## src/rtl/bcd_scan_counter.sv

```systemverilog
// Multi-digit BCD up/down counter with programmable prescaler and a
// multiplexed seven-segment scan driver with optional leading-zero blanking.
module bcd_scan_counter #(
  parameter int          NUM_DIGITS = 4,
  parameter logic [23:0] MAX_COUNT  = 24'd10_000_000,
  parameter logic [15:0] SCAN_DIV   = 16'd10_000
) (
  input  logic                    clk,
  input  logic                    reset,
  input  logic                    enable,
  input  logic                    up_down,
  input  logic                    clear,
  input  logic                    load,
  input  logic [4*NUM_DIGITS-1:0] load_value,
  input  logic [7:0]              rate_sel,
  input  logic                    blank_lz,
  output logic [4*NUM_DIGITS-1:0] count_bcd,
  output logic [6:0]              segments,
  output logic [NUM_DIGITS-1:0]   digit_sel,
  output logic                    wrap
);

  localparam int IW = (NUM_DIGITS > 1) ? $clog2(NUM_DIGITS) : 1;

  logic [23:0]             prescaler;
  logic [23:0]             compare;
  logic                    tick;
  logic [4*NUM_DIGITS-1:0] digits;
  logic [4*NUM_DIGITS-1:0] step_digits;
  logic [4*NUM_DIGITS-1:0] load_sat;
  logic                    carry;
  logic [NUM_DIGITS-1:0]   blank_mask;
  logic                    lz_seen;
  logic [15:0]             scan_cnt;
  logic [IW-1:0]           scan_idx;
  logic [3:0]              cur_digit;
  logic                    cur_blank;
  logic [NUM_DIGITS-1:0]   sel_next;

  function automatic logic [6:0] seg_decode(input logic [3:0] d);
    case (d)
      4'd0:    seg_decode = 7'h3F;
      4'd1:    seg_decode = 7'h06;
      4'd2:    seg_decode = 7'h5B;
      4'd3:    seg_decode = 7'h4F;
      4'd4:    seg_decode = 7'h66;
      4'd5:    seg_decode = 7'h6D;
      4'd6:    seg_decode = 7'h7D;
      4'd7:    seg_decode = 7'h07;
      4'd8:    seg_decode = 7'h7F;
      4'd9:    seg_decode = 7'h6F;
      default: seg_decode = 7'h00;
    endcase
  endfunction

  assign compare   = (rate_sel == 8'd0) ? MAX_COUNT : {6'b0, rate_sel, 10'b0};
  assign tick      = enable && (prescaler >= compare);
  assign count_bcd = digits;

  // >= rather than == so a compare lowered mid-count fires immediately instead of overrunning
  always_ff @(posedge clk or posedge reset) begin
    if (reset) begin
      prescaler <= 24'd0;
    end else if (clear || load) begin
      prescaler <= 24'd0;
    end else if (enable) begin
      if (prescaler >= compare) prescaler <= 24'd0;
      else                      prescaler <= prescaler + 24'd1;
    end
  end

  // Ripple carry/borrow through all digits; a carry out of the top digit means wrap-around
  always_comb begin
    step_digits = digits;
    carry       = 1'b1;
    for (int i = 0; i < NUM_DIGITS; i++) begin
      if (carry) begin
        if (up_down) begin
          if (digits[4*i +: 4] >= 4'd9) begin
            step_digits[4*i +: 4] = 4'd0;
          end else begin
            step_digits[4*i +: 4] = digits[4*i +: 4] + 4'd1;
            carry = 1'b0;
          end
        end else begin
          if (digits[4*i +: 4] == 4'd0) begin
            step_digits[4*i +: 4] = 4'd9;
          end else begin
            step_digits[4*i +: 4] = digits[4*i +: 4] - 4'd1;
            carry = 1'b0;
          end
        end
      end
    end
  end

  always_comb begin
    load_sat = load_value;
    for (int i = 0; i < NUM_DIGITS; i++) begin
      if (load_value[4*i +: 4] > 4'd9) load_sat[4*i +: 4] = 4'd9;
    end
  end

  always_ff @(posedge clk or posedge reset) begin
    if (reset) begin
      digits <= '0;
      wrap   <= 1'b0;
    end else begin
      wrap <= 1'b0;
      if (clear) begin
        digits <= '0;
      end else if (load) begin
        digits <= load_sat;
      end else if (tick) begin
        digits <= step_digits;
        wrap   <= carry;
      end
    end
  end

  // Blank a digit when it and every digit above it are zero; digit 0 always shows
  always_comb begin
    blank_mask = '0;
    lz_seen    = 1'b0;
    for (int i = NUM_DIGITS - 1; i >= 1; i--) begin
      if (digits[4*i +: 4] != 4'd0) lz_seen = 1'b1;
      blank_mask[i] = blank_lz && !lz_seen;
    end
  end

  always_ff @(posedge clk or posedge reset) begin
    if (reset) begin
      scan_cnt <= 16'd0;
      scan_idx <= '0;
    end else if (scan_cnt >= SCAN_DIV - 16'd1) begin
      scan_cnt <= 16'd0;
      if (scan_idx == IW'(NUM_DIGITS - 1)) scan_idx <= '0;
      else                                 scan_idx <= scan_idx + IW'(1);
    end else begin
      scan_cnt <= scan_cnt + 16'd1;
    end
  end

  always_comb begin
    cur_digit = 4'd0;
    cur_blank = 1'b0;
    sel_next  = '0;
    for (int i = 0; i < NUM_DIGITS; i++) begin
      if (scan_idx == IW'(i)) begin
        cur_digit   = digits[4*i +: 4];
        cur_blank   = blank_mask[i];
        sel_next[i] = 1'b1;
      end
    end
  end

  always_ff @(posedge clk or posedge reset) begin
    if (reset) begin
      digit_sel <= NUM_DIGITS'(1);
      segments  <= 7'h3F;
    end else begin
      digit_sel <= sel_next;
      segments  <= cur_blank ? 7'h00 : seg_decode(cur_digit);
    end
  end

endmodule
```

## config.mk

```make
export PLATFORM = sky130hd
export DESIGN_NAME = bcd_scan_counter
export DESIGN_NICKNAME = d
export VERILOG_FILES = /design/src/rtl/bcd_scan_counter.sv
export SDC_FILE = /design/constraint.sdc
export NUM_CORES = 1
export LEC_CHECK = 0
export CAP_MARGIN = 20
export CORE_MARGIN = 5
export CORE_UTILIZATION = 57
export DETAILED_ROUTE_END_ITERATION = 16
export PLACE_DENSITY = 0.81
export SETUP_SLACK_MARGIN = 0.4
export SLEW_MARGIN = 20
export SYNTH_ARGS = -nofsm -noshare
export SYNTH_HDL_FRONTEND = slang
export SYNTH_SLANG_ARGS = --single-unit
export TNS_END_PERCENT = 5
```

## constraint.sdc

```tcl
create_clock -name clk -period 3.5 [get_ports clk]
set_input_delay 0.7 -clock clk [delete_from_list [all_inputs] [get_ports clk]]
set_output_delay 0.7 -clock clk [all_outputs]
set_load 0.05 [all_outputs]
```

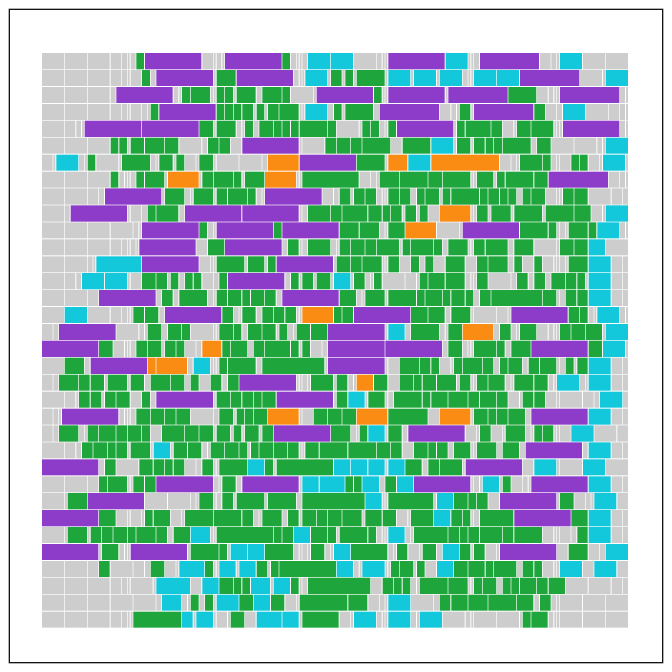
*Placed cells, one color a class*
Fill, decap, tap and diode cells in gray.
[sequential cells] purple | cells: 70
[remaining buffers and delay cells] cyan | cells: 94
[clock drivers and dummy loads] orange | cells: 16
[combinational and other logic] green | cells: 507
area of all placed cells without fillers: 0.00637 sq mm
flop share of the area: 27.6%
Layout Utilization: 73.1%
# rows: 34
Core Box Area: 0.00872 sq mm

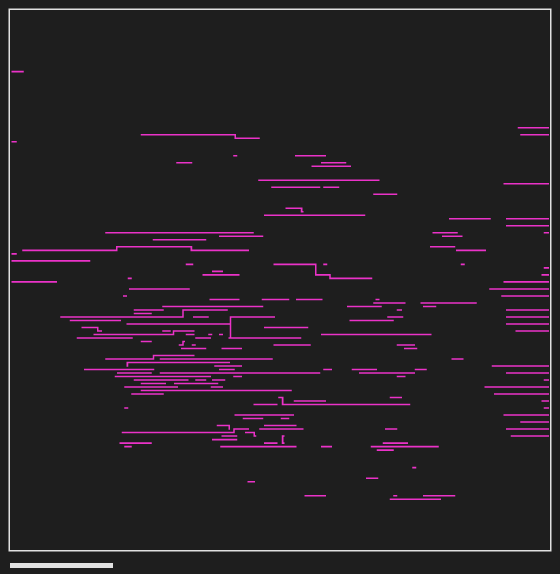
*The metal 3 layer*
Bar = 20 um.
nets with wire on the layer: 111
longest straight run: 30.8 um
total wirelength of the detailed-routed design: 14300 um
met3 demand-to-capacity share in global routing: 6.91%
via count of the routed design: 5058

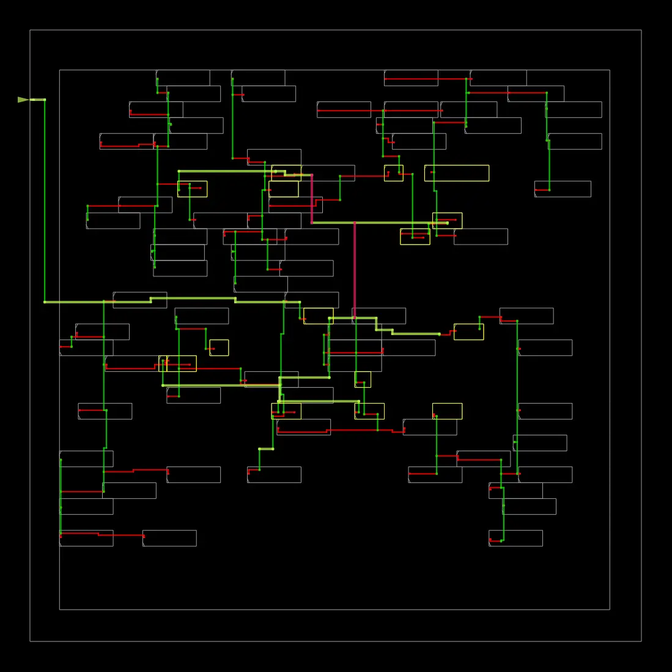
*Clock wiring as the flow saved it*
Layout clock buffers: 12
final sequential cell count: 70
power in the clock group: 0.000692 W

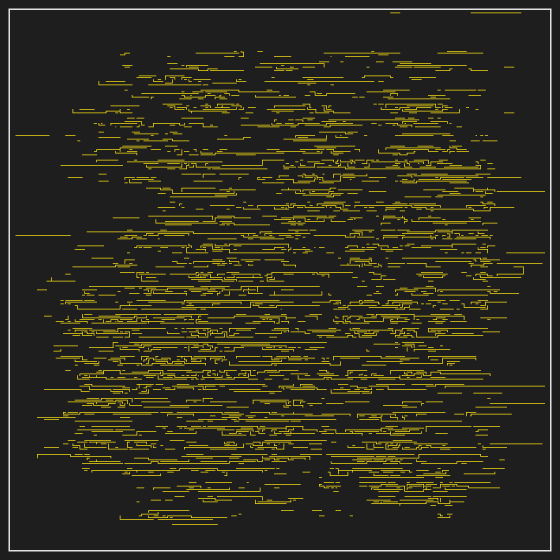
*The metal 1 layer*
main direction: horizontal
share of all routed wire: 39%
grt met1 use: 31.6%

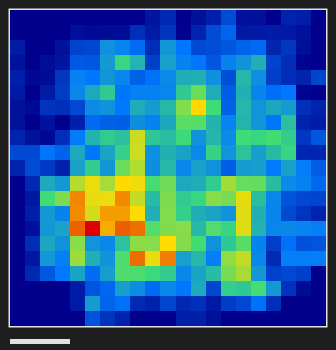
*Wiring heat map*
Bar = 20 um. The die is cut into 21 by 21 equal tiles; dark blue is low, red is high, scaled to the fullest tile. Values are wire area over tile area, all layers added.
emptiest ninth of the die: north-west
fullest tile: 0.81
tiles over half the peak: 15%
densest ninth of the die: center
mean over tiles: 0.22
nearly empty tiles: 15%
overall routing resource usage: 25.0%
Avg WL per Cell: 18.0 um

==> reports/summary.log <==
qor: yosys.ys_top_cells_by_area sky130_fd_sc_hd__dfrtp_1 (31%), sky130_fd_sc_hd__ha_1 (9.0%), sky130_fd_sc_hd__a21oi_1 (4.3%), sky130_fd_sc_hd__nand2_1 (3.7%), sky130_fd_sc_hd__dfstp_2 (3.6%)
qor: setup_path.crit_arrival 3.52 ns
qor: pwr.vdd_ir_drop_max 0.303 mV
qor: yosys.synth-seq-cells 70
qor: cts.clock.latency.late_pin 0.35 ns
qor: setup_path.crit_path_max_fanout 6
qor: setup_path.top_family_by_delay_on_critical_path simple AND/OR/NAND/NOR gates
qor: yosys.synth.cells.most_frequent sky130_fd_sc_hd__dfrtp_1 (63), sky130_fd_sc_hd__nand2_1 (50), sky130_fd_sc_hd__a21oi_1 (44)
qor: global_routing.met2_usage_in_global_routing 41.9%
qor: placed_design.gpl.final_weighted_congestion 0.903
qor: yosys.yosys.stat.seqShare 34.4%
qor: pwr.cellInternalPower 0.00171 W
qor: timing.final-hold-violation-count 0
qor: route.wirelength_met1 5580 um
qor: timing.timing.setup.tns 0 ns
qor: pwr.p_sw_share 39.0%
qor: setup_path.capturing_instance_or_port_of_the_critical_path count_bcd[11]
qor: yosys.synthXorXnorAreaFrac 2.39%
qor: yosys.synthesis.yosys.warnings 0
qor: route.dr.first_iter.drc_count 358
qor: route.met2_wirelength 7160 um
qor: timing.worst-slew-pin-transition 0.688 ns
qor: run.openroad.warnings 44
qor: yosys.synth.area.mux_share 2.83%
qor: yosys.synth_adder_area_share 9.04%
qor: setup_path.cp.required 3.79 ns
qor: yosys.syn_area_per_cell 8.49 sq um
qor: yosys.enable_flop_cells 0
qor: run.cap_viol_max_count 0
qor: timing.maxSlewHeadroom 54.2%
qor: setup_path.r2r_setup_slack 0.81 ns
qor: yosys.simple_gate_share 24.6%
qor: placed_design.placement.io_buffers 58
qor: yosys.yosysCellCount 603
qor: cts.cts-buffers-inserted 9
qor: yosys.yosys-dominant-comb-family simple AND/OR/NAND/NOR gates
qor: pwr.p_per_area 440 mW/mm^2
qor: cts.cts.root.buffer_cell sky130_fd_sc_hd__clkbuf_8
qor: timing.setup_viol 0
qor: route.via_per_inst 6.36
qor: cts.clk_pin_slew 0.08 ns
qor: yosys.asyncSetResetFlopFracSynth 100%
qor: layout.filler_cells_inserted 626
qor: global_routing.largest_net_degree_at_the_start_of_global_routing 41
qor: setup_path.path_class in -> reg
qor: cts.htree_levels 3
qor: placed_design.detailed_place.area 0.00594 sq mm
qor: global_routing.global_route_wire_length_before_repair 23100 um
qor: route.drt-pass1-iter-count 5
qor: setup_path.timing.critical_path.cells buf_8 -> nor4_4 -> nand4_1 -> nor2_2 -> inv_2 -> ha_4 -> nand4bb_4 -> buf_6 -> nor4_4 -> a22oi_2 -> a211oi_4 -> mux2i_1 -> a22o_1
qor: pwr.seq_power 0.000985 W
qor: timing.period_used_share 92.1%
qor: route.post-route-drc-count 0
qor: min_path.hold-path-cell-count 1
qor: cts.tritoncts done
qor: floorplanning.horizontal_die_dimension 105 um
qor: setup_path.reg2reg_depth 10
qor: global_routing.overflow 0
qor: setup_path.setup.worst_path.start rate_sel[2]
qor: yosys.synthDominantAreaCellType sky130_fd_sc_hd__dfrtp_1
qor: cts.post_cts_resize_count 27
qor: setup_path.rr_startpoint prescaler[17]
qor: setup_path.worstSetupEndpointType flop
qor: floorplanning.die_h 105 um
qor: timing.maxSlewViolCount 0
qor: yosys.synthDistinctLibCells 70
qor: yosys.post-synth-top-count-cell sky130_fd_sc_hd__dfrtp_1
qor: min_path.timing.hold.worst.start scan_cnt[0]
qor: layout.layout_top_cells sky130_fd_sc_hd__dfrtp_1 (63), sky130_fd_sc_hd__clkdlybuf4s50_1 (51), sky130_fd_sc_hd__nand2_1 (50)
qor: yosys.yosys.stat.chipArea 0.00512 sq mm
qor: route.dr.max_layer_used met4
qor: setup_path.cp_common_cell sky130_fd_sc_hd__nor4_4
qor: timing.finClkSkew 0.00951 ns
qor: layout.antenna-diode-count 0
qor: global_routing.grt_busiest_layer met2
qor: yosys.synthesis.area 0.00512 sq mm
qor: yosys.synth.cellmix.compoundShare 21.4%
qor: pwr.power_frac_comb 40.2%
qor: placed_design.post-dp-hpwl 9690 um
qor: layout.post_route_cells_drive_above_1_share 16.0%
qor: setup_path.crit_slowest_cell sky130_fd_sc_hd__a211oi_4
qor: timing.maxClockFrequency 310 MHz
qor: cts.cts-root-to-sink-buffers 2
qor: status.outcome completed
qor: route.met3WireLength 1150 um
qor: timing.rsz0062_at_grt true
qor: floorplanning.floorplan.die_area 0.0110 sq mm
qor: setup_path.cp_num_cells 13
qor: setup_path.cpPeakStageDelay 0.40 ns
final cells by class:
type,instances,area (sq um),area share (%)
clock inverters,4,55.1,0.864
clock buffers,12,155,2.43
repair buffers,94,866,13.6
multi-input cells,464,3240,50.9
flip-flops and latches,70,1760,27.6
inverters,43,161,2.53
well taps,108,135,2.12
flip-flops by register name (all words and copies together) (netlist names):
signal / cells
count_bcd: 16
digit_sel: 4
prescaler: 24
scan_cnt: 16
scan_idx: 2
segments: 7
wrap: 1
per-stage QoR:
stage                     setup WS (ns)  hold WS [ns]  util [%]
after detailed placement         -0.381         0.458      68.1
final                             0.276         0.462      73.1
after floorplan                   0.346         0.425         -
after global routing             0.0805         0.496      73.1
after global placement           -0.215         0.439      68.1
after CTS                         0.402         0.469      71.6
No activity file was given, so power comes from the tool's default toggle rates.
